### Clock distribution

The bar under the picture is 20 µm long.
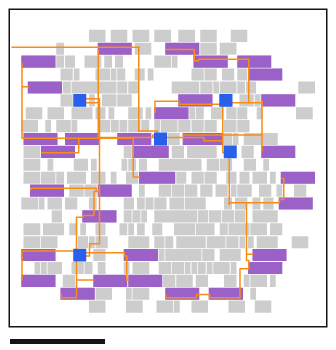
### Layout detail

Window x 13 to 53, y 13 to 53 µm. Cells in grey, sequential cells in the stronger grey; small squares are vias.
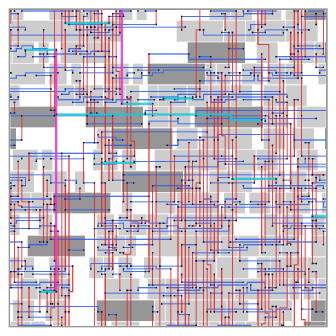
### Signal wires on met3

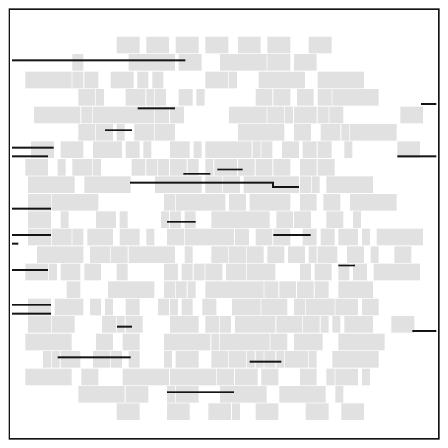
--- config.mk ---
export PLATFORM = sky130hd
export DESIGN_NAME = z_run_monitor
export DESIGN_NICKNAME = d
export VERILOG_FILES = /design/src/rtl/z_run_monitor.sv
export SDC_FILE = /design/constraint.sdc
export NUM_CORES = 1
export LEC_CHECK = 0
export CAP_MARGIN = 5
export CORE_MARGIN = 2
export CORE_UTILIZATION = 45
export CTS_BUF_LIST = sky130_fd_sc_hd__clkbuf_4
export CTS_CLUSTER_DIAMETER = 100
export DETAILED_ROUTE_END_ITERATION = 10
export GPL_TIMING_DRIVEN = 1
export MAX_ROUTING_LAYER = met4
export PLACE_DENSITY = 0.72
export SLEW_MARGIN = 20
export SYNTH_ARGS = -nofsm -noshare
export SYNTH_HDL_FRONTEND = slang
export SYNTH_SLANG_ARGS = --single-unit
--- constraint.sdc ---
create_clock -name i_clk -period 2.22 [get_ports i_clk]
set_input_delay 0.333 -clock i_clk [delete_from_list [all_inputs] [get_ports i_clk]]
set_output_delay 0.333 -clock i_clk [all_outputs]
set_load 0.01 [all_outputs]
--- src/rtl/z_run_monitor.sv ---
// ---------------------------------------------------------------------------
// z_run_monitor
//
// Watches the registered `z` output of the serial sequence detector over a
// window opened by `start` and closed by `stop` (the stop edge is still
// sampled). Three figures are accumulated:
//   hit_count : cycles with z=1            (saturates at 2^CNT_W-1)
//   run_count : number of 0->1 runs        (saturates at 2^CNT_W-1)
//   max_run   : longest consecutive z=1    (saturates at 2^RUN_W-1)
// The result is then held with result_valid=1 until result_ack.
//
// Ports
//   i_clk          clock, rising edge
//   i_resetn       synchronous active-low reset
//   i_z            detector output (already registered upstream)
//   i_start        one-cycle request to open a window (IDLE only)
//   i_stop         one-cycle request to close the window (MEASURE only)
//   i_result_ack   consumer accepts the result (REPORT only)
//   o_busy         high while measuring
//   o_result_valid high while the result is presented
//   o_hit_count    cycles with z=1 inside the window
//   o_run_count    number of runs inside the window
//   o_max_run      longest run inside the window
// ---------------------------------------------------------------------------
module z_run_monitor #(
    parameter int CNT_W = 8,
    parameter int RUN_W = 6
) (
    input  logic             i_clk,
    input  logic             i_resetn,
    input  logic             i_z,
    input  logic             i_start,
    input  logic             i_stop,
    input  logic             i_result_ack,
    output logic             o_busy,
    output logic             o_result_valid,
    output logic [CNT_W-1:0] o_hit_count,
    output logic [CNT_W-1:0] o_run_count,
    output logic [RUN_W-1:0] o_max_run
);

    typedef enum logic [1:0] {
        ST_IDLE    = 2'd0,
        ST_MEASURE = 2'd1,
        ST_REPORT  = 2'd2
    } state_t;

    localparam logic [CNT_W-1:0] CNT_MAX = '1;
    localparam logic [RUN_W-1:0] RUN_MAX = '1;

    state_t           r_state;
    state_t           w_state_next;
    logic             w_clear;
    logic             w_sample;

    logic             r_busy;
    logic             r_result_valid;
    logic [CNT_W-1:0] r_hit_count;
    logic [CNT_W-1:0] r_run_count;
    logic [RUN_W-1:0] r_max_run;
    logic [RUN_W-1:0] r_cur_run;
    logic             r_z_prev;

    // Saturating increments of the live counters.
    logic [CNT_W-1:0] w_hit_inc;
    logic [CNT_W-1:0] w_run_inc;
    logic [RUN_W-1:0] w_cur_inc;

    assign w_hit_inc = (r_hit_count == CNT_MAX) ? r_hit_count : r_hit_count + CNT_W'(1);
    assign w_run_inc = (r_run_count == CNT_MAX) ? r_run_count : r_run_count + CNT_W'(1);
    assign w_cur_inc = (r_cur_run   == RUN_MAX) ? r_cur_run   : r_cur_run   + RUN_W'(1);

    // State register
    always_ff @(posedge i_clk) begin
        if (!i_resetn) begin
            r_state <= ST_IDLE;
        end else begin
            r_state <= w_state_next;
        end
    end

    // Next-state logic and datapath controls
    always_comb begin
        w_state_next = r_state;
        w_clear      = 1'b0;
        w_sample     = 1'b0;
        case (r_state)
            ST_IDLE: begin
                if (i_start) begin
                    w_state_next = ST_MEASURE;
                    w_clear      = 1'b1;
                end
            end
            ST_MEASURE: begin
                // The stop edge is part of the window, so it is sampled too.
                w_sample = 1'b1;
                if (i_stop) begin
                    w_state_next = ST_REPORT;
                end
            end
            ST_REPORT: begin
                // start is deliberately not looked at here, even alongside ack.
                if (i_result_ack) begin
                    w_state_next = ST_IDLE;
                end
            end
            default: begin
                w_state_next = ST_IDLE;
            end
        endcase
    end

    // Status flags are registered from the next state so they line up with
    // the state register without a decode stage on the outputs.
    always_ff @(posedge i_clk) begin
        if (!i_resetn) begin
            r_busy         <= 1'b0;
            r_result_valid <= 1'b0;
        end else begin
            r_busy         <= (w_state_next == ST_MEASURE);
            r_result_valid <= (w_state_next == ST_REPORT);
        end
    end

    // Measurement datapath
    always_ff @(posedge i_clk) begin
        if (!i_resetn) begin
            r_hit_count <= '0;
            r_run_count <= '0;
            r_max_run   <= '0;
            r_cur_run   <= '0;
            r_z_prev    <= 1'b0;
        end else if (w_clear) begin
            // z_prev cleared so a run already high at the first sample counts.
            r_hit_count <= '0;
            r_run_count <= '0;
            r_max_run   <= '0;
            r_cur_run   <= '0;
            r_z_prev    <= 1'b0;
        end else if (w_sample) begin
            r_z_prev <= i_z;
            if (i_z) begin
                r_hit_count <= w_hit_inc;
                r_cur_run   <= w_cur_inc;
                if (!r_z_prev) begin
                    r_run_count <= w_run_inc;
                end
                if (w_cur_inc > r_max_run) begin
                    r_max_run <= w_cur_inc;
                end
            end else begin
                r_cur_run <= '0;
            end
        end
    end

    assign o_busy         = r_busy;
    assign o_result_valid = r_result_valid;
    assign o_hit_count    = r_hit_count;
    assign o_run_count    = r_run_count;
    assign o_max_run      = r_max_run;

endmodule

==> notes.md <==
Here are the numbers from the latest Yosys + OpenROAD run.

The slowest cell on the critical path is sky130_fd_sc_hd__dfxtp_2. The number of H-tree levels came out at 2. The total setup violations reported at the end of the flow is 6. The tapcell count came out at 48.

The primary flip-flop cell chosen by synthesis mapping is sky130_fd_sc_hd__dfxtp_1. The number of maximum-capacitance constraint violations came out at 0. For this design the static power due to leakage is 0.891 nW. Between clock sinks in the finished design, the worst skew comes to 4.57 ps. The utilization after layout is 0.653. Per the synthesis report, the AND-OR/OR-AND share of the synthesized area is 0.181. The actual slew at the worst max-slew pin is 921 ps.

The number of global-route vias before repair is 1531. The dominant delay contributor by cell family on the critical path is AND-OR/OR-AND gates. The logic area is 1110 µm².

Relative to the synthesized area, the layout overhead comes to 37.3%. Entering global routing, the biggest net connects 20 pins. In the final layout, the share of cells above drive strength 1 is 0.202. The post-detailed-route count of antenna-violating nets is 0. In the hold report, the worst path ends at o_max_run[4].

For this run, the top clock speed supported by timing is 0.433 GHz. The flow ran to the end, but the final reports show violations. On the reported timing paths, the clock transition at the registers reads 90 ps. After detailed routing, the met2 layer carries 1910 µm of wire.

The number of stages on the worst setup path is 10. The final net count is 273. The top cell type in the final layout, fill and taps aside, is sky130_fd_sc_hd__dfxtp_1. Per the synthesis report, the dominant area consumer among library cells is sky130_fd_sc_hd__dfxtp_1.

In the final layout, the clock buffer count is 5. The final-layout non-clock buffer area share came out at 0.213. The final timing report gives a worst setup slack of -88.0 ps. For the worst setup path, the data required time is 2480 ps. The violation tally from detailed-route iteration zero came out at 92. Global route summary, busiest routing layer listed as met2.

The tree is rooted in a sky130_fd_sc_hd__clkbuf_4. The number of synthesized register bits is 33. The checks that failed: setup timing.
Notes on 'Clock distribution' above:
Key: clock wires = orange [length 451 µm]; cells driving clock nets = blue [count 5]; flip-flops = purple [count 33]
Position of the flops: widely spread.
Clock Power: 0.000309 W
clock latency reported for the late side of the worst-skew pair: 330 ps
portion of total power attributed to the clock network: 0.303

Notes on 'Layout detail' above:
Key: met1 = blue; met4 = magenta; met2 = red; met3 = cyan
136 logic cells have their middle in the window. Sequential cells in the window: 10. Most frequent: buf_4 (19), nand2_1 (10). Netlist names of flops here include o_run_count (3), r_cur_run (3), o_hit_count (2).

Notes on 'Signal wires on met3' above:
20 nets have wire on it. The longest straight run is 26.7 µm. The wires run mostly horizontal. The layer carries 162 µm of wire.
global routing met3 resource utilization: 0.0422
total vias in the final route: 1645
total wire length after detailed routing: 4070 µm

No activity file was given, so power comes from the tool's default toggle rates.
